<file path="config.mk">
export PLATFORM = sky130hd
export DESIGN_NAME = cpu_writeback
export DESIGN_NICKNAME = d
export VERILOG_FILES = /design/src/rtl/cpu_writeback.sv
export SDC_FILE = /design/constraint.sdc
export NUM_CORES = 1
export LEC_CHECK = 0
export CAP_MARGIN = 20
export CORE_ASPECT_RATIO = 1.25
export CORE_UTILIZATION = 39
export CTS_CLUSTER_SIZE = 28
export DETAILED_ROUTE_END_ITERATION = 10
export GPL_TIMING_DRIVEN = 0
export PLACE_DENSITY = 0.74
export SYNTH_ARGS = -nofsm -noshare
export SYNTH_HDL_FRONTEND = slang
export SYNTH_SLANG_ARGS = --single-unit
export TNS_END_PERCENT = 5
</file>
<file path="constraint.sdc">
create_clock -name clk_i -period 1.4 [get_ports clk_i]
set_clock_uncertainty 0.05 [all_clocks]
set_input_delay 0.21 -clock clk_i [delete_from_list [all_inputs] [get_ports clk_i]]
set_output_delay 0.21 -clock clk_i [all_outputs]
set_load 0.02 [all_outputs]
</file>
<file path="src/rtl/cpu_writeback.sv">
// ---------------------------------------------------------------------------
// cpu_writeback
//
// Destination side of the CPU 8-bit data bus. The bus mux places one source on
// the bus; this block loads that value into the destination named by
// wb_select_i when wb_write_i is high. It holds register A, register B, the
// program counter and the output-port storage, and feeds the stored values
// back to the bus mux and the ALU. The output port reaches the display/IO
// through a valid/ready handshake.
//
// Build option:
//   CPU_WB_OUT_FIFO_EN  defined   -> output storage is an OUT_DEPTH-entry FIFO
//                       undefined -> output storage is one holding register
//
// Ports:
//   clk_i           system clock, rising edge
//   rst_i           synchronous active-high reset
//   wb_data_i       bus value to load
//   wb_select_i     destination: 0 none, 1 A, 2 B, 3 PC, 4 OUT, 5-7 none
//   wb_write_i      write strobe
//   pc_inc_i        increment PC (a same-cycle PC write wins)
//   reg_a_o/reg_b_o register A / register B
//   pc_o            program counter
//   out_data_o      output-port data (head of storage)
//   out_valid_o     out_data_o holds an undelivered value
//   out_ready_i     consumer accepts when out_valid_o && out_ready_i
//   out_full_o      storage full; an OUT write now is dropped unless popped
//   out_overflow_o  sticky: an OUT write was dropped
// ---------------------------------------------------------------------------
module cpu_writeback #(
  parameter int                    DATA_WIDTH = 8,
  parameter logic [DATA_WIDTH-1:0] PC_RESET   = 8'h00,
  parameter int                    OUT_DEPTH  = 4
) (
  input  logic                  clk_i,
  input  logic                  rst_i,
  input  logic [DATA_WIDTH-1:0] wb_data_i,
  input  logic [2:0]            wb_select_i,
  input  logic                  wb_write_i,
  input  logic                  pc_inc_i,
  output logic [DATA_WIDTH-1:0] reg_a_o,
  output logic [DATA_WIDTH-1:0] reg_b_o,
  output logic [DATA_WIDTH-1:0] pc_o,
  output logic [DATA_WIDTH-1:0] out_data_o,
  output logic                  out_valid_o,
  input  logic                  out_ready_i,
  output logic                  out_full_o,
  output logic                  out_overflow_o
);

  typedef enum logic [2:0] {
    SEL_NONE = 3'd0,
    SEL_A    = 3'd1,
    SEL_B    = 3'd2,
    SEL_PC   = 3'd3,
    SEL_OUT  = 3'd4
  } wb_sel_e;

  // Reject unsupported buffer depths at elaboration time.
  if (OUT_DEPTH < 2 || OUT_DEPTH > 16 || (OUT_DEPTH & (OUT_DEPTH - 1)) != 0) begin : g_bad_depth
    $error("cpu_writeback: OUT_DEPTH must be a power of two in 2..16");
  end

  // One-hot destination decode; reserved codes decode to nothing.
  logic wr_a, wr_b, wr_pc, push;
  assign wr_a  = wb_write_i && (wb_select_i == SEL_A);
  assign wr_b  = wb_write_i && (wb_select_i == SEL_B);
  assign wr_pc = wb_write_i && (wb_select_i == SEL_PC);
  assign push  = wb_write_i && (wb_select_i == SEL_OUT);

  // NOTE: state registers use non-blocking assignments so every flop samples
  // pre-edge values; blocking here would create order-dependent simulation.
  always_ff @(posedge clk_i) begin
    if (rst_i) begin
      reg_a_o <= '0;
      reg_b_o <= '0;
      pc_o    <= PC_RESET;
    end else begin
      if (wr_a) reg_a_o <= wb_data_i;
      if (wr_b) reg_b_o <= wb_data_i;
      // A jump load wins over increment and is not itself incremented.
      if (wr_pc)         pc_o <= wb_data_i;
      else if (pc_inc_i) pc_o <= pc_o + 1'b1;
    end
  end

  logic pop, accept;
  assign pop    = out_valid_o && out_ready_i;
  // A full store still accepts when the head leaves in the same cycle.
  assign accept = push && (!out_full_o || pop);

  always_ff @(posedge clk_i) begin
    if (rst_i)                out_overflow_o <= 1'b0;
    else if (push && !accept) out_overflow_o <= 1'b1;
  end

`ifdef CPU_WB_OUT_FIFO_EN
  localparam int PTR_W = $clog2(OUT_DEPTH);
  localparam int CNT_W = $clog2(OUT_DEPTH + 1);

  logic [DATA_WIDTH-1:0] fifo_mem [OUT_DEPTH];
  logic [PTR_W-1:0]      wr_ptr, rd_ptr;
  logic [CNT_W-1:0]      count;

  // NOTE: the storage array is not reset; occupancy is tracked by the reset
  // pointers/count, and out_data_o is forced to zero while empty.
  always_ff @(posedge clk_i) begin
    if (accept) fifo_mem[wr_ptr] <= wb_data_i;
  end

  always_ff @(posedge clk_i) begin
    if (rst_i) begin
      wr_ptr <= '0;
      rd_ptr <= '0;
      count  <= '0;
    end else begin
      // Pointers are PTR_W wide so they wrap modulo OUT_DEPTH on their own.
      if (accept) wr_ptr <= wr_ptr + 1'b1;
      if (pop)    rd_ptr <= rd_ptr + 1'b1;
      case ({accept, pop})
        2'b10:   count <= count + 1'b1;
        2'b01:   count <= count - 1'b1;
        default: count <= count;
      endcase
    end
  end

  assign out_valid_o = (count != '0);
  assign out_full_o  = (count == CNT_W'(OUT_DEPTH));
  assign out_data_o  = out_valid_o ? fifo_mem[rd_ptr] : '0;
`else
  logic                  hold_valid;
  logic [DATA_WIDTH-1:0] hold_data;

  always_ff @(posedge clk_i) begin
    if (rst_i) begin
      hold_valid <= 1'b0;
      hold_data  <= '0;
    end else if (accept) begin
      hold_valid <= 1'b1;
      hold_data  <= wb_data_i;
    end else if (pop) begin
      hold_valid <= 1'b0;
    end
  end

  assign out_valid_o = hold_valid;
  assign out_full_o  = hold_valid;
  assign out_data_o  = hold_data;
`endif

endmodule

</file>
### Met2 routing, run 1

Cells faint in the background.
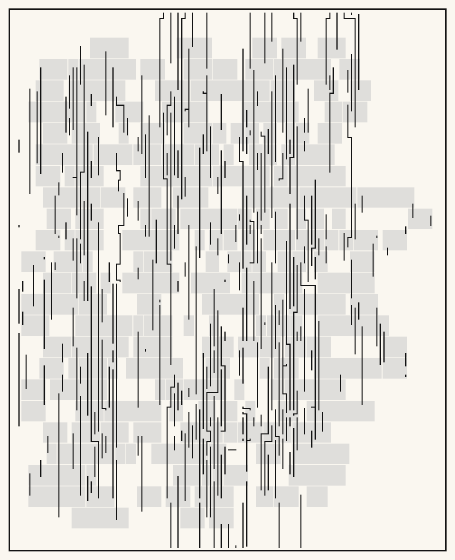
main direction: vertical
share of all routed wire: 50%
wire length on this layer: 1790 µm
final routed wirelength across all metal layers: 3.54 mm
vias after detailed routing: 1288
Global Route met2 Usage: 0.352

### Cells colored by class, run 1

Fill, decap, tap and diode cells in gray.
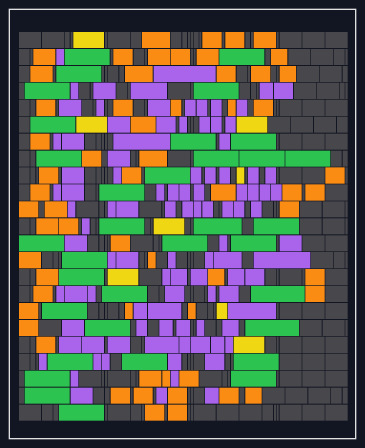
legend:
  combinational and other logic:
    color: purple
    cells: 100
    share_of_their_area: 36%
  other buffers and delay cells:
    color: orange
    cells: 59
    share_of_their_area: 25%
  flops:
    color: green
    cells: 34
    share_of_their_area: 34%
  clock drivers and dummy loads:
    color: yellow
    cells: 8
    share_of_their_area: 4.5%
final non-filler cell area: 0.00206 mm²
area of the core region: 0.00331 mm²
number of placement rows: 23
final standard cell utilization of the core: 0.622
sequential cell area share: 0.335

### Port wiring, run 1

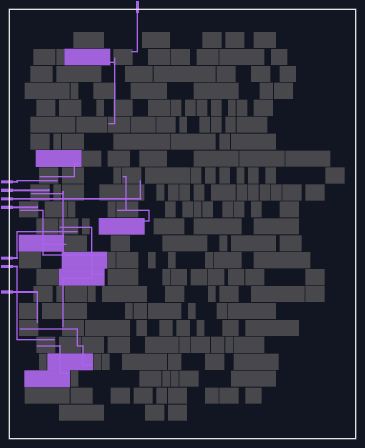
legend:
  reg_a_o:
    color: purple
    bits: 8
    direction: output
    end_cells: 8
    buffers: 8
    wire: 216 µm
tally of buffers added on design ports: 48
# IOs: 51

==> summary.txt, run 1 <==
yosys + openroad results -> nonclk inv count 0, Final Max-Slew Violation Tally 0, share of layout cells above drive strength 1 0.129, number of cells in the finished layout apart from fillers 238, share of power burned in combinational logic 0.125, clock network share of area 0.0444, Yosys Chip Area 0.00139 mm², combinational share of cell area 0.350, Post-Place Worst Slack -381 ps, met1 routing resource usage after global routing 0.213, # resized after CTS 43, met1 WL 1.41 mm, end point of the critical path pc_o[6], Inserted Diodes 0, pin count of the biggest net entering global routing 11, num tapcells 37, Synth async-reset ratio 0, Worst EP arrival 1490 ps, clk buf depth 2, Max-slew headroom 0.703, Top cells by area dfxtp_1 (49%), mux2i_1 (12%), nor2_1 (6.8%), Reg2Reg Launch Point pc_o[0], sinks on the clock net 34, element type at the critical path end flop, number of global-route vias before repair 1248, effective utilization at floorplan 0.420, hold_buf cts 0, setup repair after global routing missed its margin true, slack of the worst reg-to-reg path 60 ps, die width 55.4 µm, Floorplan Nets 163, count of warnings emitted by yosys 0, NumNets Final 217, number of distinct standard cells referenced by the synthesized netlist 24, endpoint with the worst hold slack pc_o[0], total routing resource utilization after global routing 0.200, final-layout fill cell count 276, required time of the critical path 1550 ps, DR WL met3 255 µm, Max-area cell class multi-input combinational cells, share of power burned in the clock network 0.368, run status finished clean, final number of hold-violating endpoints 0, wire per inst 14.9 µm, worst hold slack across all endpoints 268 ps, sum of negative setup slack 0 ps, clock transition at the register clock pins on the worst setup and hold paths after CTS 70 ps, Repair and plain buffers 59, met3 capacity usage during global routing 0.0728, CTS buffer count 5, critical hold path startpoint pc_inc_i, Switch Pwr 0.000511 W, category of the worst setup path launch point flop, leading cell type in the layout, fill and taps excluded dlygate4sd2_1, 1st-pass router iterations 4, detailed-placement wirelength estimate 2.60 mm, cell depth of the worst flop-to-flop path 4, xor and xnor area share after synthesis 0.0252, min setup slack post-route 63.3 ps, peak ir drop on the vdd network 0.000630 V, Leak 0.898 nW, kind of cell adding the most delay to the critical path simple AND/OR/NAND/NOR gates, H-Tree Depth 2, maximum fanout count along the critical path 4, worst slew pin tran 446 ps, synthesized-area fraction occupied by ao, oa, aoi and oai cells 0.122, first-pass GRT wire length 5.71 mm, global route hottest layer met2, power after layout 0.00202 W, FMAX 748 MHz, FF/Latch Area 689 µm², last weighted congestion value of the routability-driven placer 0.811, number of logic gates 100, post-placement cell count 231, Critical Path Source pc_o[0], number of vias per cell after detailed routing 5.41, antenna violations before repair 0, height of the die 68.8 µm, total of clock buffers placed in the layout 7, CTS tree built, Top Layout Cells dlygate4sd2_1 (34), dfxtp_1 (31), nor2_1 (25), tool warning count 28, mapped cell area 0.00139 mm², area share of the largest cell type after synthesis 0.490, worst path cell trace ha_4 > nand4_1 > or3_1 > a311oi_2, slowest stage delay, CP 390 ps, cell chosen for the clock root clkbuf_8, instance tally after logic synthesis 146, depth of the critical timing path with buffers and inverters included 4, Max Cap Viol 0
-- run 1: sequential cells by signal, summed over array words and instances (netlist names) --
name and count:
pc_o 8, out_data_o 8, out_overflow_o 1, reg_b_o 8, out_full_o 1, reg_a_o 8
-- run 1: worst min-delay path: cells and delay by family --
kind                      cells  cell delay, ps
AOI/OAI and AO/OA             1              70
xor gates and xnor gates      1             140
buffers and inverters         1             140
-- run 1: power by group through the flow --
stage / Clock [W] / Sequential (W) / Combinational [W]
3_3_place_gp: 0 / 0.00104 / 0.000247
4_1_cts: 0.000763 / 0.00103 / 0.000239
3_5_place_dp: 0 / 0.00105 / 0.000252
5_1_grt: 0.000803 / 0.00103 / 0.000272
6_report: 0.000744 / 0.00103 / 0.000252
2_1_floorplan: 0 / 0.00108 / 0.0000866
### Placed standard cells, run 1

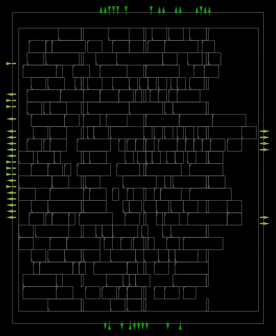

--- run 2 (diff from run 1) ---
--- a/config.mk
+++ b/config.mk
@@ -7,6 +7,7 @@
 export LEC_CHECK = 0
 export CAP_MARGIN = 20
 export CORE_ASPECT_RATIO = 1.25
+export CORE_MARGIN = 2
 export CORE_UTILIZATION = 39
 export CTS_CLUSTER_SIZE = 28
 export DETAILED_ROUTE_END_ITERATION = 10
### Placed standard cells, run 2

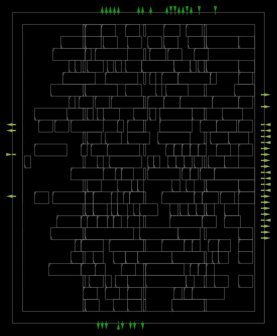
final standard cell utilization of the core: 0.598
area of the core region: 0.00345 mm²
num sequential: 34
final-layout fill cell count: 302
num tapcells: 39

### Met3 routing, run 2

The bar under the picture is 20 µm long.
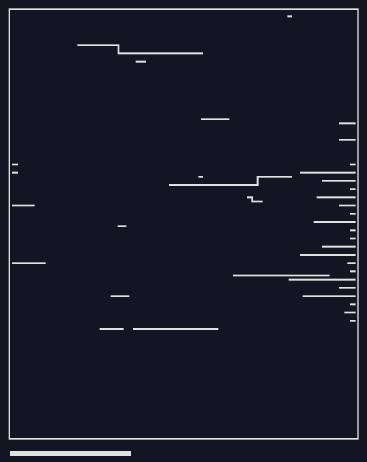
nets with wire on the layer: 33
wire length on this layer: 178 µm
share of all routed wire: 4.6%
vias after detailed routing: 1302
met3 capacity usage during global routing: 0.0548
final routed wirelength across all metal layers: 3.88 mm

==> run 2 against run 1 <==
Hold slack got worse by 20 ps. Sequential share of layout area decreased by 0.12 points. Synthesized cell count stayed put. Count of clock-buffer cells in the layout decreased by 1. Non-clock buffer count is 1 higher. Die area up 6.6%. Cell count rose by 0.84%. Total power up 7.9%. Setup slack got worse by 5.7 ps. Sequential cell count did not move.
==> summary.txt, run 2 <==
yosys + openroad results -> kind of cell adding the most delay to the critical path buffers and inverters, setup repair after global routing missed its margin true, min setup slack post-route 57.6 ps (-5.72 ps), Critical Path Source out_full_o, total routing resource utilization after global routing 0.196 (-0.00319), slowest stage delay, CP 360 ps (-30 ps), clock transition at the register clock pins on the worst setup and hold paths after CTS 60 ps (about the same), last weighted congestion value of the routability-driven placer 0.866 (+6.8%), number of global-route vias before repair 1246 (-0.16%), 1st-pass router iterations 4 (unchanged), effective utilization at floorplan 0.403 (-0.0175), Max Cap Viol 0 (unchanged), synthesized-area fraction occupied by ao, oa, aoi and oai cells 0.122 (unchanged), worst path cell trace buf_4 > dlygate4sd2_1, FF/Latch Area 689 µm² (unchanged), Top cells by area dfxtp_1 (49%), mux2i_1 (12%), nor2_1 (6.8%), run status finished clean, detailed-placement wirelength estimate 2.78 mm (+6.7%), Yosys Chip Area 0.00139 mm² (unchanged), final number of hold-violating endpoints 0 (unchanged), element type at the critical path end primary output, H-Tree Depth 2 (unchanged), slack of the worst reg-to-reg path 70 ps (about the same), number of distinct standard cells referenced by the synthesized netlist 24 (unchanged), category of the worst setup path launch point flop, share of power burned in the clock network 0.416 (+0.048), end point of the critical path out_valid_o, met1 routing resource usage after global routing 0.223 (+0.0102), worst hold slack across all endpoints 249 ps (-19.6 ps), share of layout cells above drive strength 1 0.119 (-0.00995), share of power burned in combinational logic 0.113 (-0.012), Switch Pwr 0.000503 W (-1.5%), post-placement cell count 233 (+0.87%), area share of the largest cell type after synthesis 0.490 (unchanged), combinational cell power 0.000247 W (-2%), Worst EP arrival 1080 ps (-410 ps), DR WL met3 177 µm (-31%), met1 WL 1.59 mm (+12%), cell chosen for the clock root clkbuf_8, pin count of the biggest net entering global routing 11 (unchanged), height of the die 70.8 µm (+2.9%), Final Max-Slew Violation Tally 0 (unchanged), global route hottest layer met2, cell depth of the worst flop-to-flop path 4 (unchanged), count of warnings emitted by yosys 0 (unchanged), Leak 0.912 nW (+1.6%), first-pass GRT wire length 5.98 mm (+4.7%)
### Cells colored by class, run 2

Fill, decap, tap and diode cells in gray.
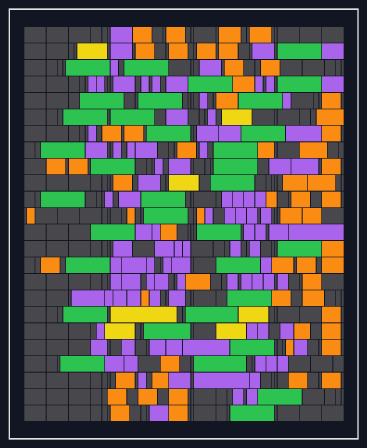
legend:
  combinational and other logic:
    color: purple
    cells: 100
    share_of_their_area: 34%
  other buffers and delay cells:
    color: orange
    cells: 60
    share_of_their_area: 26%
  clock drivers and dummy loads:
    color: yellow
    cells: 7
    share_of_their_area: 5.6%
  flops:
    color: green
    cells: 34
    share_of_their_area: 34%
sequential cell area share: 0.334
final non-filler cell area: 0.00207 mm²
number of placement rows: 24

[run 2: netlist changes by cell type in the layout (fill, tap and decap cells not counted), sizes merged]
cell and delta:
clkinv -1, clkbuf -1, dlygate4sd2 +2, clkdlybuf4s50 -1, bufinv +1
[run 2: how the worst min path moves through the flow]
stage / startpoint / endpoint / slack, ps
2_1_floorplan: wb_data_i[0] / reg_a_o[0] / 310
3_3_place_gp: out_data_o[5] / out_data_o[5] / 410
3_5_place_dp: out_data_o[6] / out_data_o[6] / 420
4_1_cts: pc_inc_i / pc_o[0] / 240
5_1_grt: pc_inc_i / pc_o[0] / 280
6_report: pc_inc_i / pc_o[0] / 250
[run 2: repair_timing]
action / 4_1_cts / 5_1_grt
gates resized: 42 / 13
pin swaps: 0 / 3
endpoints found under the setup margin: 53 / 23
setup buffers: 0 / 1
hold buffers: 0 / 0
### Met2 routing, run 2

Cells faint in the background.
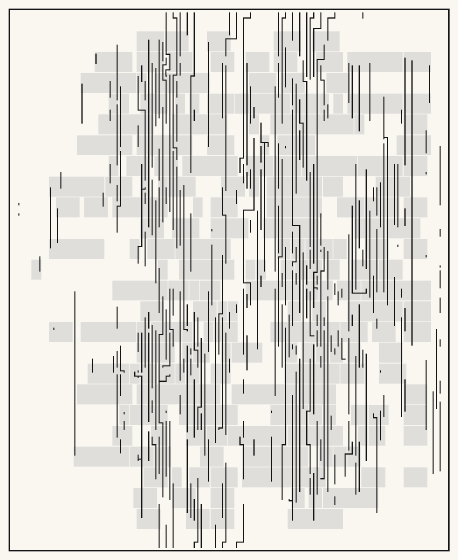

--- run 3 (diff from run 2) ---
--- a/config.mk
+++ b/config.mk
@@ -8,11 +8,11 @@
 export CAP_MARGIN = 20
 export CORE_ASPECT_RATIO = 1.25
 export CORE_MARGIN = 2
-export CORE_UTILIZATION = 39
+export CORE_UTILIZATION = 40
 export CTS_CLUSTER_SIZE = 28
 export DETAILED_ROUTE_END_ITERATION = 10
+export DONT_BUFFER_PORTS = 1
 export GPL_TIMING_DRIVEN = 0
-export PLACE_DENSITY = 0.74
 export SYNTH_ARGS = -nofsm -noshare
 export SYNTH_HDL_FRONTEND = slang
 export SYNTH_SLANG_ARGS = --single-unit
### Met2 routing, run 3

Cells faint in the background.
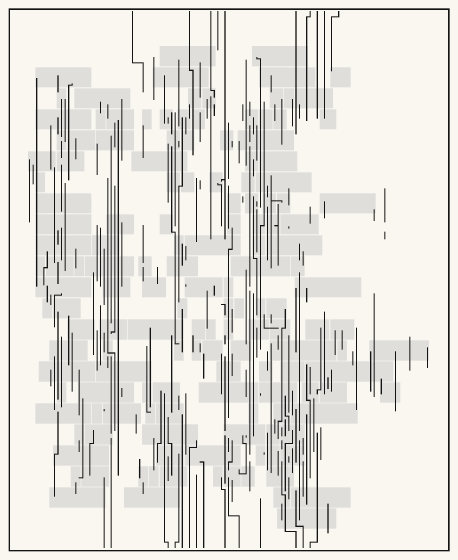
wire length on this layer: 1580 µm
longest straight run: 45.9 µm
nets with wire on the layer: 139
main direction: vertical
final routed wirelength across all metal layers: 3.26 mm
vias after detailed routing: 1086

### Met3 routing, run 3

The bar under the picture is 20 µm long.
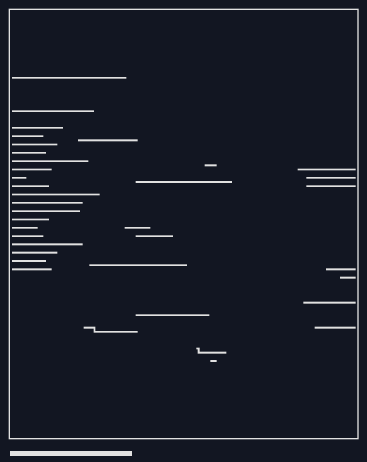
met3 capacity usage during global routing: 0.0833

### Port wiring, run 3

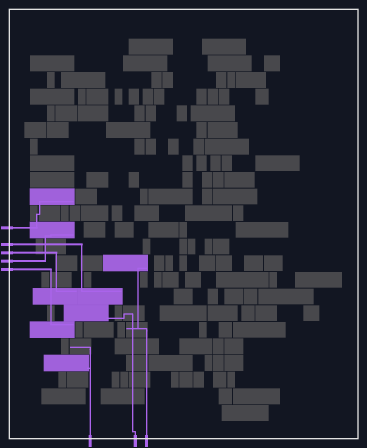
tally of buffers added on design ports: 0

==> run 3 against run 2 <==
Cell area is 24% lower. Global-route usage shrank 1.8 points. Via count is 17% lower. Sequential power is 4% higher. Sequential cell count is the same. First-iteration DRC count down 50%. Synthesized cell count unchanged. Highest routed layer unchanged.
==> summary.txt, run 3 <==
yosys + openroad results -> run status finished clean, kind of cell adding the most delay to the critical path simple AND/OR/NAND/NOR gates, last weighted congestion value of the routability-driven placer 0.791 (-8.6%), class of the most critical setup path reg -> reg, worst path cell trace ha_4 > nand4_1 > or3_1 > a311oi_1, cell chosen for the clock root clkbuf_8, mean area per synthesized cell 9.52 µm², total cell area at the placement stage 0.00144 mm², Final Max-Slew Violation Tally 0 (unchanged), Reg2Reg Launch Point pc_o[1], cell depth of the worst flop-to-flop path 4 (unchanged), Top Layer Used met4, setup repair after global routing missed its margin true, first-pass GRT wire length 5.34 mm (-11%), end point of the critical path pc_o[6], Top Layout Cells dfxtp_1 (27), nor2_1 (25), mux2i_1 (17), hold_buf cts 0 (unchanged), category of the worst setup path launch point flop, yosys cell count 146, share of power burned in registers 0.563, Met2 Routed Length 1.58 mm, required time of the critical path 1540 ps, number of distinct standard cells referenced by the synthesized netlist 24 (unchanged), DR WL met3 288 µm (+63%), Yosys Chip Area 0.00139 mm² (unchanged), clk buf depth 2, most common cell in the synthesized netlist dfxtp_1, adder-cell area share of the yosys netlist 0.00900, total routing resource utilization after global routing 0.178 (-0.0182), final standard cell utilization of the core 0.483 (-0.115), Critical Path Source pc_o[1], Leak 0.527 nW (-42%), sum of overflow across all layers after global routing 0, final non-filler cell area 0.00157 mm² (-24%), share of layout cells above drive strength 1 0.162 (+0.0429), hold crit path type in -> reg, FMAX 729 MHz, post-placement cell count 183 (-21%), critical hold path startpoint wb_data_i[0], final number of hold-violating endpoints 0 (unchanged), clock transition at the register clock pins on the worst setup and hold paths after CTS 60 ps (about the same), slowest stage delay, CP 420 ps (+60 ps), area of the core region 0.00325 mm² (-5.8%), detailed-placement wirelength estimate 2.41 mm (-13%), slack of the worst reg-to-reg path 30 ps (-40 ps), power density over cell area 1210 mW/mm², global route hottest layer met2, Antenna Violating Nets Remaining 0, number of global-route vias before repair 1088 (-13%), # resized after CTS 8 (-81%), total of flip-flops plus latches after synthesis 34, 1st-pass router iterations 4 (unchanged), element type at the critical path end flop, Switch Pwr 0.000451 W (-10%), count of warnings emitted by yosys 0 (unchanged), number of setup buffers added after CTS 0 (unchanged), switching part of the total power 0.238, share of power burned in combinational logic 0.056 (-0.057), endpoint with the worst hold slack out_data_o[0], Synth logic family simple AND/OR/NAND/NOR gates, pin count of the biggest net entering global routing 11 (unchanged), area share of the largest cell type after synthesis 0.490 (unchanged), share of power burned in the clock network 0.381 (-0.035), sinks on the clock net 34, number of cells in the finished layout apart from fillers 191, area enclosed by the die boundary 0.00397 mm², effective utilization at floorplan 0.427 (+0.0249), height of the die 69.9 µm (-1.2%), worst hold slack across all endpoints 23.1 ps (-226 ps), met1 routing resource usage after global routing 0.200 (-0.0226), Max Cap Viol 0 (unchanged), H-Tree Depth 2 (unchanged), Top cells by area dfxtp_1 (49%), mux2i_1 (12%), nor2_1 (6.8%), met1 WL 1.31 mm (-18%), die width 56.7 µm, synthesized-area fraction occupied by ao, oa, aoi and oai cells 0.122 (unchanged), number of placement rows 23 (-4.2%), share of the cycle needed by the critical path after routing 0.980, Worst EP arrival 1510 ps (+430 ps), Layout area overhead 13.0%, min setup slack post-route 27.6 ps (-30.0 ps), count of library flops with an enable pin 0
run 3: cell counts after synthesis:
Identical to the previous run, type by type.
run 3: area by class of cell:
class	count	area, µm²
fill	313	1680
sequential	34	697
clock inverter	1	5.00
buffer	12	57.6
multi-input combinational	100	678
tap	37	46.3
clock buffer	7	86.3
run 3: power by group through the flow:
| stage | Sequential, W | Clock, W | Combinational [W] |
|---|---|---|---|
| final | 0.00107 | 0.000722 | 0.000107 |
| after global routing | 0.00107 | 0.000781 | 0.000123 |
| after CTS | 0.00107 | 0.000740 | 0.000106 |
| after detailed placement | 0.00109 | 0 | 0.000103 |
| after global placement | 0.00109 | 0 | 0.000100 |
| after floorplan | 0.00108 | 0 | 0.0000866 |
No activity file was given, so power comes from the tool's default toggle rates.
